===== config.mk =====
export PLATFORM = sky130hd
export DESIGN_NAME = mem_seq_engine
export DESIGN_NICKNAME = d
export VERILOG_FILES = /design/src/rtl/mem_seq_engine.sv
export SDC_FILE = /design/constraint.sdc
export NUM_CORES = 1
export LEC_CHECK = 0
export CORE_MARGIN = 5
export CORE_UTILIZATION = 46
export CTS_CLUSTER_DIAMETER = 30
export CTS_CLUSTER_SIZE = 25
export DETAILED_ROUTE_END_ITERATION = 8
export PLACE_DENSITY = 0.84
export SLEW_MARGIN = 20
export SYNTH_ARGS = -nofsm -noshare
export SYNTH_HDL_FRONTEND = slang
export SYNTH_SLANG_ARGS = --single-unit

===== constraint.sdc =====
create_clock -name clk -period 5.5 [get_ports clk]
set_clock_uncertainty 0.1 [all_clocks]
set_input_delay 1.65 -clock clk [delete_from_list [all_inputs] [get_ports clk]]
set_output_delay 1.65 -clock clk [all_outputs]
set_load 0.05 [all_outputs]

===== src/rtl/mem_seq_engine.sv =====
// Memory-sequence engine: builds an N-digit pseudo-random sequence from a free-running
// Galois LFSR, holds it for display, then scores player digits one strobe at a time.
module mem_seq_engine #(
  parameter int unsigned NUM_DIGITS = 4,
  parameter int unsigned DIGIT_W    = 4,
  parameter int unsigned DIGIT_MOD  = 9,
  parameter logic [15:0] SEED       = 16'hACE1,
  parameter bit          EARLY_FAIL = 1'b0,
  localparam int unsigned IdxW      = $clog2(NUM_DIGITS + 1)
) (
  input  logic                          clk,
  input  logic                          rst,
  input  logic                          seed_load,
  input  logic [15:0]                   seed_in,
  input  logic                          new_round,
  input  logic                          user_valid,
  input  logic [DIGIT_W-1:0]            user_digit,
  output logic                          busy,
  output logic                          seq_valid,
  output logic [NUM_DIGITS*DIGIT_W-1:0] seq_out,
  output logic [IdxW-1:0]               digit_idx,
  output logic                          result_valid,
  output logic                          correct,
  output logic [IdxW-1:0]               err_count
);

  typedef enum logic [1:0] {
    StIdle,
    StGen,
    StInput,
    StDone
  } state_e;

  localparam logic [15:0] LfsrMask = 16'hB400;

  state_e                                 state_q, state_d;
  logic [15:0]                            lfsr_q, lfsr_d, lfsr_step;
  logic [NUM_DIGITS-1:0][DIGIT_W-1:0]     seq_q, seq_d;
  logic [IdxW-1:0]                        gen_k_q, gen_k_d;
  logic [IdxW-1:0]                        idx_q, idx_d;
  logic [IdxW-1:0]                        err_q, err_d;
  logic                                   seq_valid_q, seq_valid_d;
  logic                                   result_valid_q, result_valid_d;
  logic                                   correct_q, correct_d;

  logic [DIGIT_W-1:0]                     gen_digit;
  logic [DIGIT_W-1:0]                     exp_digit;
  logic                                   mismatch;
  logic [IdxW-1:0]                        idx_inc;
  logic [IdxW-1:0]                        err_next;
  logic                                   gen_last;
  logic                                   input_last;

  // The LFSR runs in every state so player timing perturbs the next sequence.
  always_comb begin
    lfsr_step = lfsr_q[0] ? ((lfsr_q >> 1) ^ LfsrMask) : (lfsr_q >> 1);
    if (seed_load) begin
      lfsr_d = (seed_in == 16'h0000) ? SEED : seed_in;
    end else begin
      lfsr_d = lfsr_step;
    end
  end

  assign gen_digit = DIGIT_W'(32'(lfsr_q[7:0]) % DIGIT_MOD);
  assign gen_last  = (gen_k_q == IdxW'(NUM_DIGITS - 1));

  always_comb begin
    exp_digit = '0;
    for (int i = 0; i < int'(NUM_DIGITS); i++) begin
      if (idx_q == IdxW'(i)) begin
        exp_digit = seq_q[i];
      end
    end
  end

  assign mismatch   = (user_digit != exp_digit);
  assign idx_inc    = idx_q + IdxW'(1);
  assign err_next   = err_q + IdxW'(mismatch);
  assign input_last = (idx_inc == IdxW'(NUM_DIGITS));

  always_comb begin
    state_d        = state_q;
    seq_d          = seq_q;
    gen_k_d        = gen_k_q;
    idx_d          = idx_q;
    err_d          = err_q;
    seq_valid_d    = seq_valid_q;
    result_valid_d = result_valid_q;
    correct_d      = correct_q;

    unique case (state_q)
      StGen: begin
        for (int i = 0; i < int'(NUM_DIGITS); i++) begin
          if (gen_k_q == IdxW'(i)) begin
            seq_d[i] = gen_digit;
          end
        end
        if (gen_last) begin
          state_d     = StInput;
          seq_valid_d = 1'b1;
        end else begin
          gen_k_d = gen_k_q + IdxW'(1);
        end
      end

      StIdle, StInput, StDone: begin
        if (new_round) begin
          // Also aborts a round in progress; a coincident digit is dropped.
          state_d        = StGen;
          gen_k_d        = '0;
          idx_d          = '0;
          err_d          = '0;
          seq_valid_d    = 1'b0;
          result_valid_d = 1'b0;
          correct_d      = 1'b0;
        end else if (state_q == StInput && user_valid) begin
          idx_d = idx_inc;
          err_d = err_next;
          if (input_last || (EARLY_FAIL && mismatch)) begin
            state_d        = StDone;
            result_valid_d = 1'b1;
            correct_d      = (err_next == '0);
          end
        end
      end

      default: begin
        state_d = StIdle;
      end
    endcase
  end

  always_ff @(posedge clk) begin
    if (rst) begin
      state_q        <= StIdle;
      lfsr_q         <= SEED;
      seq_q          <= '0;
      gen_k_q        <= '0;
      idx_q          <= '0;
      err_q          <= '0;
      seq_valid_q    <= 1'b0;
      result_valid_q <= 1'b0;
      correct_q      <= 1'b0;
    end else begin
      state_q        <= state_d;
      lfsr_q         <= lfsr_d;
      seq_q          <= seq_d;
      gen_k_q        <= gen_k_d;
      idx_q          <= idx_d;
      err_q          <= err_d;
      seq_valid_q    <= seq_valid_d;
      result_valid_q <= result_valid_d;
      correct_q      <= correct_d;
    end
  end

  assign busy         = (state_q == StGen);
  assign seq_valid    = seq_valid_q;
  assign seq_out      = seq_q;
  assign digit_idx    = idx_q;
  assign result_valid = result_valid_q;
  assign correct      = correct_q;
  assign err_count    = err_q;

endmodule


run_1/power_grid.png
Scale bar: 20 um. Pins as bars on the die edge. Tap cells in gray.
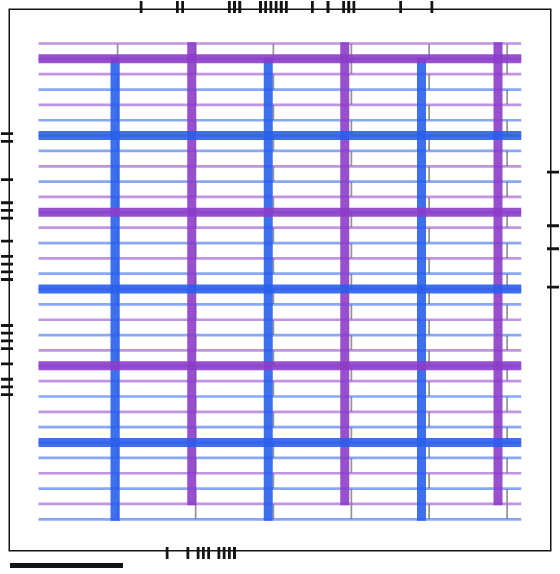
| color | net |
|---|---|
| purple | VDD |
| blue | VSS |
met5 straps: 6
rows: 31
met1 rails: 32
tap cells: 99
Core ar.: 0.007214 mm2
DIE HEIGHT: 95.70 um
Die Wd: 95.70 um
IR drop worst, VDD: 0.1117 mV

run_1/placement_by_type.png
Scale bar: 20 um.
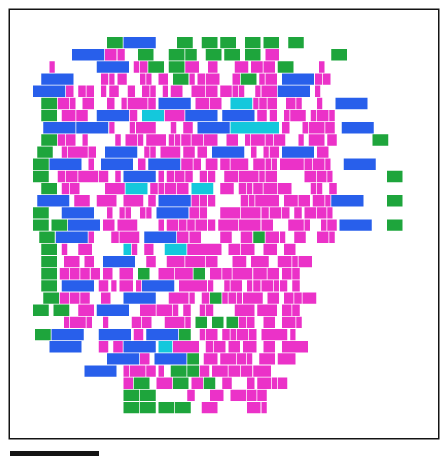
| color | class | cells | share of their area |
|---|---|---|---|
| green | other buffers and delay cells | 62 | 15% |
| blue | flops | 46 | 23% |
| magenta | combinational and other logic | 354 | 59% |
| cyan | clock drivers and dummy loads | 8 | 2.8% |
final core utilization: 57.25%
design area: 0.004130 mm2
Rows: 31
sequential portion of the cell area: 22.30%

run_1/clk_routes.png
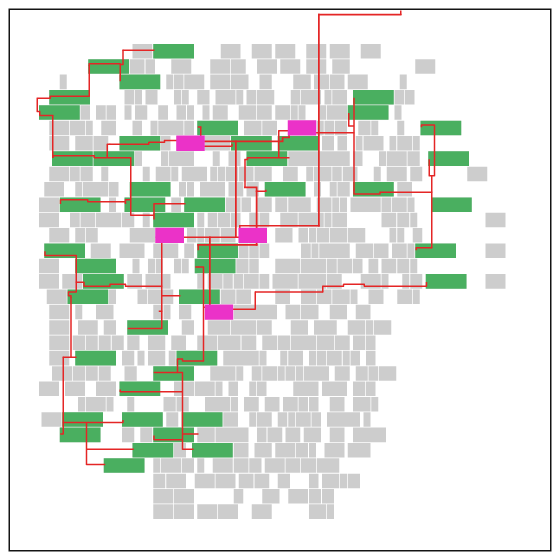
[magenta] clock drivers | count: 5
[green] flip-flops | count: 46
[red] clock wires | length: 618 um
routed clock nets: 6
clock network power: 263 uW
Clk network pwr share: 25.8%
clk latency late pin: 0.30 ns

run 1: layout make-up:
class	count	area [um2]
inverters	14	52.55
repair buffers	62	590.6
multi-input cells	340	2330
well taps	99	123.9
clock buffers	5	68.82
fillers	661	3084
flip-flops and latches	46	920.9
clock inverters	3	43.79
run 1: metal layers:
layer	GRT usage (%)	up-vias	wire length (um)
met3	3.831	19	517
met5	0	-	0
met1	26.79	1670	4114
met4	6.280	0	176
li1	-	1687	-
met2	32.72	146	4473
run 1: Yosys cell counts, types with 10 or more instances:
master	n
ha_1	17
o21ai_0	16
nor2_1	43
clkbuf_1	14
inv_1	14
a21oi_1	27
nor3_1	10
or4_1	13
nand2_1	35
dfxtp_1	46
nand2b_1	14
a22oi_1	13
run 1: power by group through the flow:
stage                     sequential, uW  combinational (uW)  clock [uW]
final                                361                 396         263
after global routing                 363                 428         280
after CTS                            361                 368         267
after detailed placement             368                 363           0
after global placement               368                 350           0
after floorplan                      380                 268           0
run 1: sequential cells by signal, indices dropped and copies added, names as in the netlist:
name          flops
seq_out          16
result_valid      1
digit_idx         3
state_q           2
gen_k_q           3
lfsr_q           16
correct           1
err_count         3
seq_valid         1
run 1: through the flow:
stage          utilization [%]  cells  total power (uW)
6_report                 57.25    569              1020
5_1_grt                  57.25    569              1071
4_1_cts                  56.61    565             996.1
3_5_place_dp             55.01    557             731.8
3_3_place_gp             55.01    557             718.0
2_1_floorplan                -    423             647.8
run 1: cells by family (layout without fill, tap and decap cells):
family	after synthesis	after routing	share of synthesized area [%]
muxes	10	10	3.000
DFF	46	46	27.26
AOI/OAI and AO/OA	135	135	29.41
adders and majority gates	17	17	6.296
and+or+nand+nor	165	166	26.19
xor gates and xnor gates	12	12	3.111
buffers and inverters	38	84	4.741
==> flow_summary.json, run 1 <==
{
  "outcome": "complete, no violations",
  "dpl_cell_area_mm2": 0.003969,
  "syn_nets": 465,
  "worstHoldEndpoint": "lfsr_q[7]",
  "power_density_mw_per_mm2": 246.9,
  "cts_resized": 1,
  "postRouteAntennaNets": 0,
  "ys_types": 71,
  "antennaDiodeCount": 0,
  "crit_start": "lfsr_q[5]",
  "wl_um": 9281,
  "mostFrequentLayoutCell": "clkdlybuf4s50_1",
  "gp_congestion": 0.9069,
  "syn_inst": 423,
  "syn_area_per_cell_um2": 7.986,
  "seqPwrFrac_pct": 35.4,
  "intPower_uw": 632.8,
  "synth_warnings": 0,
  "maxCapViolCount": 0,
  "drive_gt1_share_pct": 9.149,
  "fp-utilization_pct": 46.83,
  "cts.clk_slew.worst_paths_ns": 0.09,
  "ios": 51,
  "startpoint_type": "register",
  "finalWorstSetupSlack_ns": 0.2120,
  "cts_buffers": 5,
  "dpl_worst_slack_ns": -0.004587
}
==> run 2, diff against run 1 <==
HOLD_SLACK_MARGIN = 0.15   (was default)
run_2/clk_routes.png
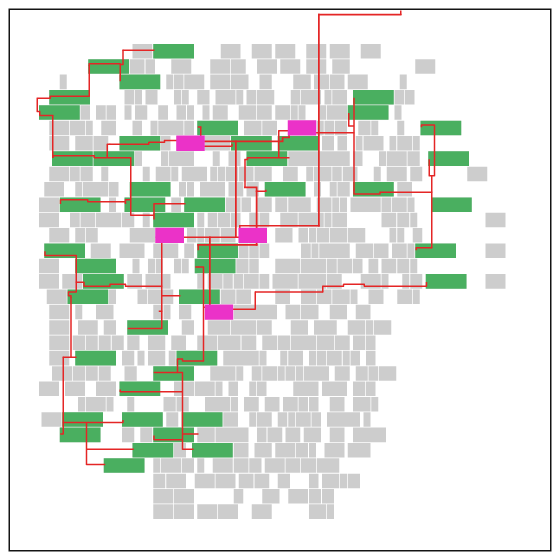
[red] clock wires | length: 618 um
[green] flip-flops | count: 46
[magenta] clock drivers | count: 5
routed clock nets: 6

==> flow_summary.json, run 2 <==
{
  "final_cells": 569,
  "sh_seq_area_pct": 22.30,
  "fa_ha_area_share_pct": 6.296,
  "xor_share_pct": 3.111,
  "power_density_mw_per_mm2": 246.9,
  "fillCellCount": 661,
  "ios": 51,
  "clk_share_pct": 2.726,
  "syn_area_per_cell_um2": 7.986,
  "ys_types": 71,
  "comb_share_pct": 56.41,
  "drive_gt1_share_pct": 9.149,
  "maxCapViolCount": 0,
  "n_tap_cell": 99,
  "core_area_mm2": 0.007214,
  "buffer_area_share_pct": 14.30,
  "vdd_drop_max_mv": 0.1117,
  "dp.cells": 557,
  "antennaDiodeCount": 0,
  "buffers": 62,
  "synth_warnings": 0,
  "syn_inst": 423,
  "ys_sh_mux_pct": 3.000,
  "synthSimpleGateAreaFrac_pct": 26.19,
  "gr-usage-met2_pct": 32.72,
  "outcome": "complete, no violations",
  "cts.clk_slew.worst_paths_ns": 0.09,
  "gr-usage-met3_pct": 3.831,
  "rows": 31,
  "mostFrequentLayoutCell": "clkdlybuf4s50_1",
  "postLayoutCellArea_mm2": 0.004130,
  "syn_nets": 465,
  "combGateArea_mm2": 0.002330,
  "dpl_cell_area_mm2": 0.003969,
  "die_height_um": 95.70,
  "seq_cells": 46,
  "largest_class": "combinational gates",
  "clock_latency_ns": 0.30,
  "cts_buffers": 5,
  "regArea_um2": 920.9
}
run 2: cell counts in the layout (fill, tap and decap cells not counted):
No cell type changed its count.
run 2: path summary, 6_finish.rpt:
check | endpoint | slack [ns] | start | cells after the start
min | lfsr_q[7] | 0.37 | lfsr_q[8] | 2
max | seq_out[3] | 0.21 | lfsr_q[5] | 19
min reg2reg | lfsr_q[7] | 0.37 | lfsr_q[8] | 2
max reg2reg | seq_out[3] | 0.21 | lfsr_q[5] | 19
run 2: tightest hold or removal path, cell delays in order (launching register included):
cell and delay [ns]:
dfxtp_1 0.32, o22ai_1 0.07, nand2b_1 0.06
run 2: logic make-up (layout without fill, tap and decap cells):
kind of cell / Yosys count / count (layout)
flops: 46 / 46
mux: 10 / 10
buf+inv: 38 / 84
fa+ha+maj: 17 / 17
xor+xnor: 12 / 12
simple gates: 165 / 166
compound gates: 135 / 135
run 2: stage by stage:
stage,utilization [%],setup TNS (ns),setup WS (ns)
floorplan,-,0,0.009202
global placement,55.01,0,0.2630
detailed placement,55.01,-0.008878,-0.004587
CTS,56.61,0,0.007609
global route,57.25,-0.008385,-0.008385
finish,57.25,0,0.2120
run 2: repair_timing:
item,4_1_cts,5_1_grt
endpoints found under the setup margin,4,16
resized,1,6
gates cloned,0,1
pin swaps,0,3
hold buffers,0,0
buffers inserted,0,3
run 2: power by group:
part | leakage [uW] | total, uW | internal [uW] | switching, uW
logic | 0.00111 | 396 | 149 | 247
clock network | 0.0000585 | 263 | 136 | 126
registers | 0.000376 | 361 | 347 | 13.4
run 2: routing by layer:
layer / part of all wire [%] / vias to the layer above
met1: 44 / 1670
li1: - / 1687
met4: 1.9 / 0
met5: 0 / -
met3: 5.6 / 19
met2: 48 / 146
run_2/congestion.png
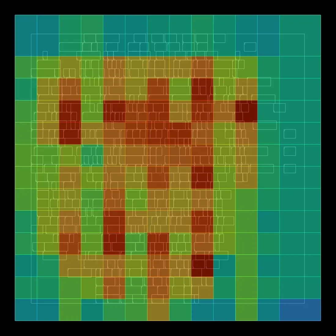

==> run 3, diff against run 2 <==
SKIP_CTS_REPAIR_TIMING = 1   (was default)
run_3/congestion.png
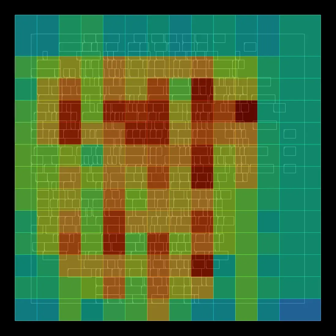
gr busiest metal: met2
Routed WL per cell: 16.35 um
Global Route met2 Usage: 32.89%

==> flow_summary.json, run 3 <==
{
  "synthSimpleGateAreaFrac_pct": 26.19,
  "gp_congestion": 0.9069,
  "wl_met1_um": 4111,
  "vdd_drop_max_mv": 0.1164,
  "reg2reg_depth": 19,
  "min_path_cells": 2,
  "finish.utilization_pct": 57.46,
  "postRouteAntennaNets": 0,
  "grt_use_met1_pct": 26.84,
  "syn_inst": 423,
  "intPower_uw": 642.4,
  "fp-utilization_pct": 46.83,
  "tns_ns": 0,
  "mostFrequentLayoutCell": "clkdlybuf4s50_1",
  "clock_latency_ns": 0.30,
  "final_cells": 571,
  "xor_share_pct": 3.111,
  "r2r-end": "seq_out[3]",
  "syn_nets": 465,
  "r2r_slack_ns": 0.17,
  "route.met3.wl_um": 532,
  "worstHoldEndpoint": "lfsr_q[7]",
  "power_density_mw_per_mm2": 249.9,
  "outcome": "complete, no violations",
  "maxCapViolCount": 0,
  "ys_types": 71,
  "antennaDiodeCount": 0,
  "cts_buffers": 5,
  "rows": 31,
  "dp.cells": 557,
  "power_frac_clock_pct": 25.6,
  "drive_gt1_share_pct": 9.534,
  "ys_top_cells_by_count": "46 x dfxtp_1, 43 x nor2_1, 35 x nand2_1, 27 x a21oi_1, 17 x ha_1",
  "die_x_um": 95.70,
  "yosysMostFrequentCell": "dfxtp_1",
  "hp-start": "lfsr_q[8]",
  "ys_sh_mux_pct": 3.000,
  "gr-usage-met3_pct": 3.597,
  "syn_area_per_cell_um2": 7.986,
  "yosys.area_share.aoi_pct": 29.41,
  "regToRegStartpoint": "lfsr_q[5]"
}
==> run 3: cell counts after synthesis <==
Identical to the previous run, type by type.
==> run 3: power groups by stage <==
| stage | Sequential (uW) | Combinational (uW) | Clock (uW) |
|---|---|---|---|
| floorplan | 380 | 268 | 0 |
| global placement | 368 | 350 | 0 |
| detailed placement | 368 | 363 | 0 |
| CTS | 361 | 365 | 267 |
| global route | 363 | 441 | 280 |
| finish | 361 | 410 | 265 |
==> run 3: logic make-up (layout without fill, tap and decap cells) <==
group / Yosys count / count (layout)
simple gates: 165 / 166
compound gates: 135 / 135
flops: 46 / 46
buf+inv: 38 / 86
fa+ha+maj: 17 / 17
xor+xnor: 12 / 12
mux: 10 / 10
==> run 3: area by class of cell <==
| cell class | count | area (um2) |
|---|---|---|
| fillers | 657 | 3069 |
| multi-input cells | 340 | 2330 |
| flip-flops and latches | 46 | 920.9 |
| repair buffers | 64 | 605.6 |
| well taps | 99 | 123.9 |
| clock buffers | 5 | 68.82 |
| inverters | 14 | 52.55 |
| clock inverters | 3 | 43.79 |
==> run 3: worst max path at each step <==
stage | depth (start not counted) | end | startpoint
after global routing | 20 | seq_out[4] | lfsr_q[5]
after floorplan | 24 | seq_out[6] | lfsr_q[4]
after global placement | 19 | seq_out[3] | lfsr_q[6]
after CTS | 19 | seq_out[3] | lfsr_q[6]
after detailed placement | 19 | seq_out[3] | lfsr_q[6]
final | 19 | seq_out[3] | lfsr_q[5]
==> run 3: critical path: cells and delay by family (launching register included) <==
kind | cells | cell delay, ns
adders and majority gates | 3 | 0.74
DFF | 1 | 0.35
buffers and inverters | 1 | 0.07
AOI/OAI and AO/OA | 10 | 2.24
and+or+nand+nor | 5 | 1.76
Power is estimated from default activity; no workload was simulated.
